===== config.mk =====
export PLATFORM = sky130hd
export DESIGN_NAME = integer_wb_buffer
export DESIGN_NICKNAME = d
export VERILOG_FILES = /design/src/rtl/integer_wb_buffer.sv
export SDC_FILE = /design/constraint.sdc
export NUM_CORES = 1
export LEC_CHECK = 0
export ABC_AREA = 1
export CORE_UTILIZATION = 50
export DETAILED_ROUTE_END_ITERATION = 16
export PLACE_DENSITY = 0.75
export SKIP_LAST_GASP = 1
export SLEW_MARGIN = 40
export SYNTH_ARGS = -nofsm -noshare
export SYNTH_HDL_FRONTEND = slang
export SYNTH_SLANG_ARGS = --single-unit

===== constraint.sdc =====
create_clock -name clk -period 2 [get_ports clk]
set_input_delay 0.3 -clock clk [delete_from_list [all_inputs] [get_ports clk]]
set_output_delay 0.3 -clock clk [all_outputs]
set_load 0.1 [all_outputs]

===== src/rtl/integer_wb_buffer.sv =====
// Integer execute result buffer feeding the ROB integer write-back port.
// Optional zero-latency bypass when the buffer is empty: define INTEGER_WB_BYPASS_EN.
module integer_wb_buffer #(
   parameter int DEPTH         = 4,
   parameter int MISPRED_CNT_W = 16,
   parameter int ROB_ID_W      = 6
) (
   input  logic                     clk,
   input  logic                     rst_aL,
   input  logic                     exe_valid,
   output logic                     exe_ready,
   input  logic [ROB_ID_W-1:0]      exe_rob_id,
   input  logic                     exe_dst_valid,
   input  logic [31:0]              exe_dst,
   input  logic                     exe_npc_wb_valid,
   input  logic                     exe_npc_mispred,
   input  logic [31:0]              exe_npc,
   input  logic                     flush,
   output logic                     wb_valid,
   input  logic                     wb_ready,
   output logic [ROB_ID_W-1:0]      wb_rob_id,
   output logic                     wb_dst_valid,
   output logic [31:0]              wb_dst,
   output logic                     wb_npc_valid,
   output logic [31:0]              wb_npc,
   output logic                     wb_mispred,
   output logic [MISPRED_CNT_W-1:0] mispred_cnt
);
   localparam int AW = $clog2(DEPTH);
   localparam int CW = AW + 1;

   logic [ROB_ID_W-1:0] mem_rob_id    [DEPTH];
   logic                mem_dst_valid [DEPTH];
   logic [31:0]         mem_dst       [DEPTH];
   logic                mem_npc_valid [DEPTH];
   logic [31:0]         mem_npc       [DEPTH];
   logic                mem_mispred   [DEPTH];

   logic [AW-1:0] head;
   logic [AW-1:0] tail;
   logic [CW-1:0] count;

   logic accept;
   logic store_mispred;
   logic q_valid;
   logic enq;
   logic deq;

   assign exe_ready     = (count != CW'(DEPTH));
   assign q_valid       = (count != '0);
   assign accept        = exe_valid & exe_ready;
   assign store_mispred = exe_npc_mispred & exe_npc_wb_valid;
   assign deq           = q_valid & wb_ready & ~flush;

`ifdef INTEGER_WB_BYPASS_EN
   logic bypass;
   assign bypass = ~q_valid & ~flush;
   // A bypassed result the ROB takes immediately never occupies a slot.
   assign enq    = accept & ~flush & ~(bypass & wb_ready);
`else
   assign enq    = accept & ~flush;
`endif

   always_comb begin
      wb_valid     = q_valid;
      wb_rob_id    = mem_rob_id[head];
      wb_dst_valid = mem_dst_valid[head];
      wb_dst       = mem_dst[head];
      wb_npc_valid = mem_npc_valid[head];
      wb_npc       = mem_npc[head];
      wb_mispred   = mem_mispred[head];
`ifdef INTEGER_WB_BYPASS_EN
      if (bypass) begin
         wb_valid     = exe_valid;
         wb_rob_id    = exe_rob_id;
         wb_dst_valid = exe_dst_valid;
         wb_dst       = exe_dst;
         wb_npc_valid = exe_npc_wb_valid;
         wb_npc       = exe_npc;
         wb_mispred   = store_mispred;
      end
`endif
   end

   always_ff @(posedge clk or negedge rst_aL) begin
      if (!rst_aL) begin
         head  <= '0;
         tail  <= '0;
         count <= '0;
         for (int i = 0; i < DEPTH; i++) begin
            mem_rob_id[i]    <= '0;
            mem_dst_valid[i] <= 1'b0;
            mem_dst[i]       <= '0;
            mem_npc_valid[i] <= 1'b0;
            mem_npc[i]       <= '0;
            mem_mispred[i]   <= 1'b0;
         end
      end else if (flush) begin
         head  <= '0;
         tail  <= '0;
         count <= '0;
      end else begin
         if (enq) begin
            mem_rob_id[tail]    <= exe_rob_id;
            mem_dst_valid[tail] <= exe_dst_valid;
            mem_dst[tail]       <= exe_dst;
            mem_npc_valid[tail] <= exe_npc_wb_valid;
            mem_npc[tail]       <= exe_npc;
            mem_mispred[tail]   <= store_mispred;
            tail                <= tail + AW'(1);
         end
         if (deq) begin
            head <= head + AW'(1);
         end
         count <= count + CW'(enq) - CW'(deq);
      end
   end

   // Statistic survives flush and counts any accepted mispredict, bypassed or not.
   always_ff @(posedge clk or negedge rst_aL) begin
      if (!rst_aL) begin
         mispred_cnt <= '0;
      end else if (accept && store_mispred && !(&mispred_cnt)) begin
         mispred_cnt <= mispred_cnt + MISPRED_CNT_W'(1);
      end
   end

endmodule


==> run summary <==
yosys + openroad results -> Adder Share, Synth 0.756%, Final Worst Setup Slack -0.326 ns, DRT antenna net count 0, met1 GRT Util 34.7%, Crit. path cell count 5, total track usage 26.1%, peak supply drop around 1.7 mV, Post-synth top cells nand2_1 (365), dfrtp_1 (315), o21ai_1 (269), nor2_1 (170), o21ai_0 (158), switching share of power 46.9%, Combinational Power Share 57.3%, min Tclk post-route between 2 and 2.5 ns, Mapped Area 14200 µm², max_cap viols 0, M1 WL 15.9 mm, Fin. Hold Viols 0, clock buffers 54, Max-slew headroom 68.4%, hpwl dp about 23 mm, First DRT Iteration DRCs 924, largest net degree at the start of global routing 69, Logic area 6390 µm², Leading cell kind sequential cells, CP max-delay cell dfrtp_4, Place WS -0.167 ns, final setup vio count ~73, CP top delay family flip-flops, Data buffer area share between 10% and 20%, status finished with violations, # DRC 0, Die X 171 µm, IO buf count ~170, simple-gate portion of the synthesized area approximately 15%, Rows between 60 and 70, bufs w/o clock 239, WS Path Type reg2out, WP data required roughly 1.7 ns, post-layout util a little under three quarters, H-tree levels 2, crit-path max FO 17, total number of sequential cells 315, Post-Syn Nets 1711, failing checks negative setup slack, initial antenna violation count 1, n_taps 378, cell mode on critical path buf_12
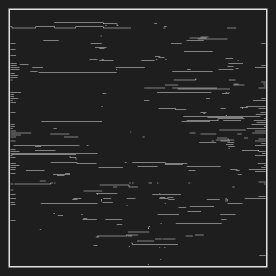
Figure 1: the metal 3 layer.
Drawn at 1.5 px/µm.
share of all routed wire: 5.5%
longest straight run: 57.7 µm
main direction: horizontal
nets with wire on the layer: 177
wire length on this layer: 2070 µm
Vias: 12131
M3 GR Usage: 4.00%

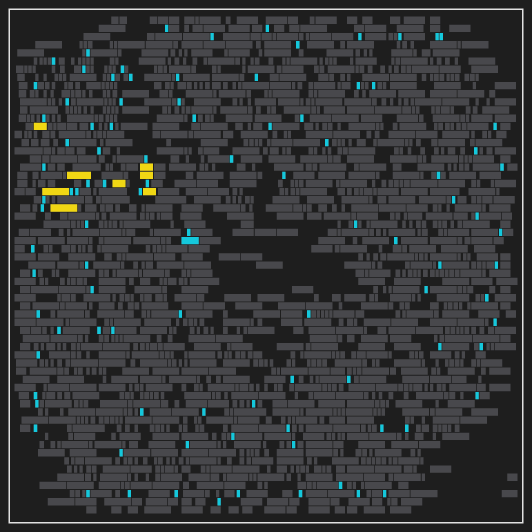
Figure 2: logic cells by family.
Drawn at 3 px/µm.
legend:
  yellow:
    family: adder and majority cells
    cells: 8
  cyan:
    family: inverters
    cells: 98
    where: widely spread
logic share of the area: 32.4%
Commonest Layout Cell: nand2_1
count of non-filler cells in the finished layout: 2193

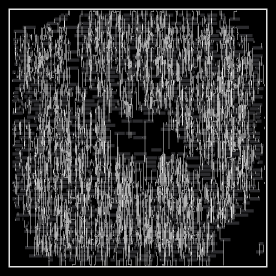
Figure 3: metal 2.
Drawn at 1.5 px/µm.
main direction: vertical
share of all routed wire: 50%
nets with wire on the layer: 1569
met2 usage: 43.9%
Post-Route WL: 37.5 mm

Power figures rest on the tool's default switching activity, not on a simulated workload.
